===== src/rtl/regfile_wb_arbiter_if.sv =====
// Writeback bus between the two requesters (ALU, load) and the regfile write port.
// The arbiter uses the slave view; the requesters/regfile side uses the master view.
interface regfile_wb_arbiter_if #(
    parameter int XLEN = 32
);
    logic            a_valid;
    logic            a_ready;
    logic [4:0]      a_addr;
    logic [XLEN-1:0] a_data;
    logic            b_valid;
    logic            b_ready;
    logic [4:0]      b_addr;
    logic [XLEN-1:0] b_data;
    logic            wen;
    logic [4:0]      waddr;
    logic [XLEN-1:0] wdata;
    logic            init_done;

    modport slave (
        input  a_valid, a_addr, a_data,
        input  b_valid, b_addr, b_data,
        output a_ready, b_ready,
        output wen, waddr, wdata, init_done
    );

    modport master (
        output a_valid, a_addr, a_data,
        output b_valid, b_addr, b_data,
        input  a_ready, b_ready,
        input  wen, waddr, wdata, init_done
    );
endinterface


===== src/rtl/regfile_wb_arbiter.sv =====
// Two-requester writeback arbiter for the register file: clears NREGS registers
// after reset, then grants one write per cycle with fair round-robin on contention.
module regfile_wb_arbiter #(
    parameter int XLEN  = 32,
    parameter int NREGS = 32
) (
    input  logic                 clk,
    input  logic                 reset_n,
    regfile_wb_arbiter_if.slave  bus
);
    typedef enum logic {
        ST_CLEAR = 1'b0,
        ST_RUN   = 1'b1
    } state_t;

    localparam logic [4:0] LAST_IDX = 5'(NREGS - 1);

    state_t          state_reg;
    logic [4:0]      count_reg;
    logic            prio_reg;      // 0 = requester A has priority, 1 = requester B
    logic            wen_reg;
    logic [4:0]      waddr_reg;
    logic [XLEN-1:0] wdata_reg;
    logic            init_done_reg;

    logic            run;
    logic            a_grant;
    logic            b_grant;

    assign run     = (state_reg == ST_RUN);
    assign a_grant = run & bus.a_valid & (~bus.b_valid | ~prio_reg);
    assign b_grant = run & bus.b_valid & (~bus.a_valid |  prio_reg);

    assign bus.a_ready   = a_grant;
    assign bus.b_ready   = b_grant;
    assign bus.wen       = wen_reg;
    assign bus.waddr     = waddr_reg;
    assign bus.wdata     = wdata_reg;
    assign bus.init_done = init_done_reg;

    always_ff @(posedge clk or negedge reset_n) begin
        if (!reset_n) begin
            state_reg     <= ST_CLEAR;
            count_reg     <= '0;
            prio_reg      <= 1'b0;
            wen_reg       <= 1'b0;
            waddr_reg     <= '0;
            wdata_reg     <= '0;
            init_done_reg <= 1'b0;
        end else begin
            case (state_reg)
                ST_CLEAR: begin
                    wen_reg   <= 1'b1;
                    waddr_reg <= count_reg;
                    wdata_reg <= '0;
                    count_reg <= count_reg + 5'd1;
                    if (count_reg == LAST_IDX) begin
                        state_reg     <= ST_RUN;
                        init_done_reg <= 1'b1;
                    end
                end
                ST_RUN: begin
                    wen_reg <= 1'b0;
                    // Writes to r0 are accepted but dropped; address/data then hold.
                    if (a_grant) begin
                        wen_reg <= (bus.a_addr != 5'd0);
                        if (bus.a_addr != 5'd0) begin
                            waddr_reg <= bus.a_addr;
                            wdata_reg <= bus.a_data;
                        end
                    end else if (b_grant) begin
                        wen_reg <= (bus.b_addr != 5'd0);
                        if (bus.b_addr != 5'd0) begin
                            waddr_reg <= bus.b_addr;
                            wdata_reg <= bus.b_data;
                        end
                    end
                    if (bus.a_valid && bus.b_valid) begin
                        prio_reg <= ~prio_reg;
                    end
                end
                default: state_reg <= ST_CLEAR;
            endcase
        end
    end
endmodule

===== src/flat_wrapper.sv =====
// flat-port wrapper written by rule: the top's interface ports become plain ports
module regfile_wb_arbiter_flat 
#(
    parameter int XLEN  = 32,
    parameter int NREGS = 32
)
  (clk, reset_n, bus_a_valid, bus_a_addr, bus_a_data, bus_b_valid, bus_b_addr, bus_b_data, bus_a_ready, bus_b_ready, bus_wen, bus_waddr, bus_wdata, bus_init_done);
  regfile_wb_arbiter_if #(.XLEN(XLEN)) bus_i ();
  input  logic clk;
  input  logic reset_n;
  input wire logic [$bits(bus_i.a_valid)-1:0] bus_a_valid;
  input wire logic [$bits(bus_i.a_addr)-1:0] bus_a_addr;
  input wire logic [$bits(bus_i.a_data)-1:0] bus_a_data;
  input wire logic [$bits(bus_i.b_valid)-1:0] bus_b_valid;
  input wire logic [$bits(bus_i.b_addr)-1:0] bus_b_addr;
  input wire logic [$bits(bus_i.b_data)-1:0] bus_b_data;
  output wire logic [$bits(bus_i.a_ready)-1:0] bus_a_ready;
  output wire logic [$bits(bus_i.b_ready)-1:0] bus_b_ready;
  output wire logic [$bits(bus_i.wen)-1:0] bus_wen;
  output wire logic [$bits(bus_i.waddr)-1:0] bus_waddr;
  output wire logic [$bits(bus_i.wdata)-1:0] bus_wdata;
  output wire logic [$bits(bus_i.init_done)-1:0] bus_init_done;
  assign bus_i.a_valid = bus_a_valid;
  assign bus_i.a_addr = bus_a_addr;
  assign bus_i.a_data = bus_a_data;
  assign bus_i.b_valid = bus_b_valid;
  assign bus_i.b_addr = bus_b_addr;
  assign bus_i.b_data = bus_b_data;
  assign bus_a_ready = bus_i.a_ready;
  assign bus_b_ready = bus_i.b_ready;
  assign bus_wen = bus_i.wen;
  assign bus_waddr = bus_i.waddr;
  assign bus_wdata = bus_i.wdata;
  assign bus_init_done = bus_i.init_done;
  regfile_wb_arbiter #(.XLEN(XLEN), .NREGS(NREGS)) u_core (.clk(clk), .reset_n(reset_n), .bus(bus_i));
endmodule

===== config.mk =====
export PLATFORM = sky130hd
export DESIGN_NAME = regfile_wb_arbiter_flat
export DESIGN_NICKNAME = d
export VERILOG_FILES = /design/src/rtl/regfile_wb_arbiter_if.sv /design/src/rtl/regfile_wb_arbiter.sv /design/src/flat_wrapper.sv
export SDC_FILE = /design/constraint.sdc
export NUM_CORES = 1
export LEC_CHECK = 0
export ABC_AREA = 1
export CAP_MARGIN = 20
export CORE_AREA = 2 2 87 81
export CTS_BUF_LIST = sky130_fd_sc_hd__clkbuf_4 sky130_fd_sc_hd__clkbuf_8 sky130_fd_sc_hd__clkbuf_16
export CTS_CLUSTER_SIZE = 20
export DETAILED_ROUTE_END_ITERATION = 6
export DIE_AREA = 0 0 89 83
export PLACE_DENSITY = 0.79
export SETUP_SLACK_MARGIN = 0.3
export SYNTH_ARGS = -nofsm -noshare
export SYNTH_HDL_FRONTEND = slang
export SYNTH_SLANG_ARGS = --single-unit

===== constraint.sdc =====
create_clock -name clk -period 1.5 [get_ports clk]
set_input_delay 0.45 -clock clk [delete_from_list [all_inputs] [get_ports clk]]
set_output_delay 0.45 -clock clk [all_outputs]
set_load 0.01 [all_outputs]

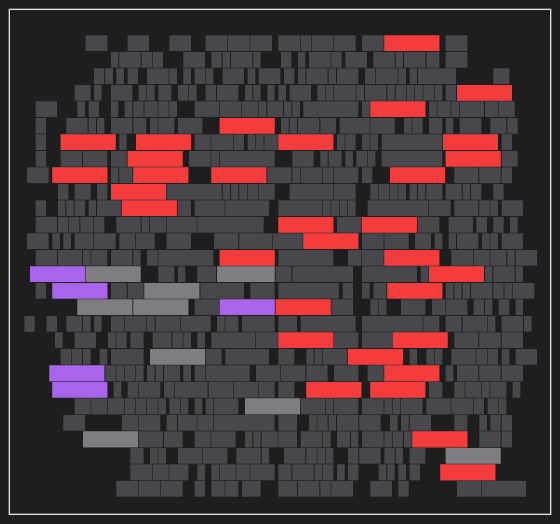
run_1/flops_by_reg.png
Other sequential cells in the stronger grey, the rest of the logic in the fainter grey.
u_core.bus.wdata -> red  # sequential cells 32
u_core.bus.waddr -> purple  # sequential cells 5, where west

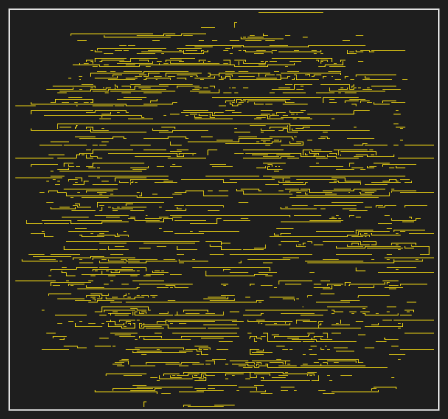
run_1/layer_met1.png
nets with wire on the layer = 553
wire length on this layer = 4080 um
main direction = horizontal
longest straight run = 48.3 um

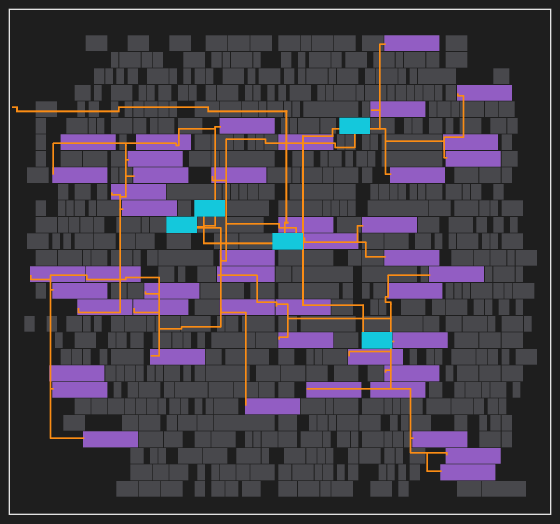
run_1/clk_routes.png
flip-flops -> purple  # count 46
clock wires -> orange  # length 633 um
clock drivers -> cyan  # count 5
routed clock nets = 6

## run 1: stage by stage
stage	setup TNS, ns	util, %
final	-1.37	78.5
after global routing	-3.09	78.5
after CTS	-0.780	68.1
after detailed placement	-25.18	61.5
after global placement	-23.36	61.5
after floorplan	0	-
## run 1: area by class of cell
type | count | area share [%]
clock buffers | 6 | 1.63
clock inverters | 1 | 0.594
inverters | 40 | 3.12
multi-input cells | 260 | 30.2
flip-flops and latches | 46 | 22.8
well taps | 90 | 2.23
repair buffers | 194 | 39.4
## run 1: layer usage
metal  vias to the layer above  GRT usage, %
met2                       143          41.5
li1                       1504             -
met5                         -             0
met4                         0          5.83
met1                      1584          27.3
met3                        32          5.07
## run 1: kinds of logic after synthesis
logic type      Yosys count
buf+inv                  65
xor+xnor                  4
fa+ha+maj                 2
flops                    46
compound gates           35
simple gates            219
==> impl_metrics.tcl <==
# metrics dict for downstream scripts
set metrics [dict create \
    slew_headroom_pct 82.2 \
    final_hold_viol_count 0 \
    grt_use_total_pct 23.0 \
    r2r-start "u_core.prio_reg$_DFFE_PN0P_" \
    layout.cells.most_common "nand2_1" \
    ys_cells 371 \
    netSwitchingPower_uw 2350 \
    worst_ir_drop_vdd_uv 777 \
    area.sequential_sq_um 1150 \
    antennaDiodeCount 0 \
    ant_nets 0 \
    power_report.internal_total_uw 4000 \
    synth-main-ff-cell "dfrtp_1" \
    syn_to_layout_area_delta_pct 92.2 \
    final_critical_path_setup_slack_ns -0.101 \
    finalPower_uw 6350 \
    clkSinkCount 46 \
    critical_path_depth 13 \
    coreArea_sq_um 6450 \
    clkLatencyLatePin_ns 0.30 \
    via_count 3263 \
    synthTopCellsByArea "dfrtp_1 (44%), nand2_1 (22%), nand3_1 (9.7%)" \
    fraction_of_final_layout_cells_with_drive_strength_greater_than_1_pct 37.3 \
    die_area_sq_um 7390 \
    timing.final.crit_period_ns 1.60 \
    syn-num-nets 451 \
    pre_cts_slack_ns -0.701 \
    leakagePower_uw 0.00264 \
    min_path_type "input port to asynchronous set/reset pin" \
    top_cell_by_count_worst_path "buf_6" \
    instance_area_at_placement_sq_um 3960 \
    failed_checks "negative setup slack" \
    die_span_in_x_um 89 \
    cts_hold_buffers 0 \
    route.layer.met1.wl_um 4080 \
    fp_util_pct 40.8 \
    numPortBuffers 118 \
    cts_repair_resize_count 212 \
    largest_register_ff_count 32 \
    total_cts_buffers 5 \
    floorplan.io_pins 119 \
    worst_hold_slack_ns 0.120 \
    yosys.area_share.adder_pct 0.951 \
    setup_viol_count_final 26 \
    clock_path_buffers 2 \
    layout.cells.non_filler 637 \
    numPlacedInstances 571 \
    critical-path-top-delay-family "buffers and inverters" \
    synth-xor-area-share_pct 1.33 \
    post_synth_most_frequent_cells "nand2_1 (154), nand3_1 (51), dfrtp_1 (46)" \
    tritoncts "done" \
    avgViaCountPerCell 5.12 \
    synth_warnings 0 \
    power_top_consumer "combinational logic" \
    die_h_um 83 \
    gp_congestion 0.824 \
    grt_pass1_wl_um 13300 \
    route.detailed.drc 0 \
    worst_setup_path_startpoint "bus_a_valid" \
    crit_arrival_ns 1.80 \
    status "finished, violations left" \
    largest_type_area_fraction_pct 43.7 \
    reg2reg_setup_slack_ns -0.09 \
    worst-slew-pin-transition_ns 0.264 \
    max_freq_mhz 625 \
]
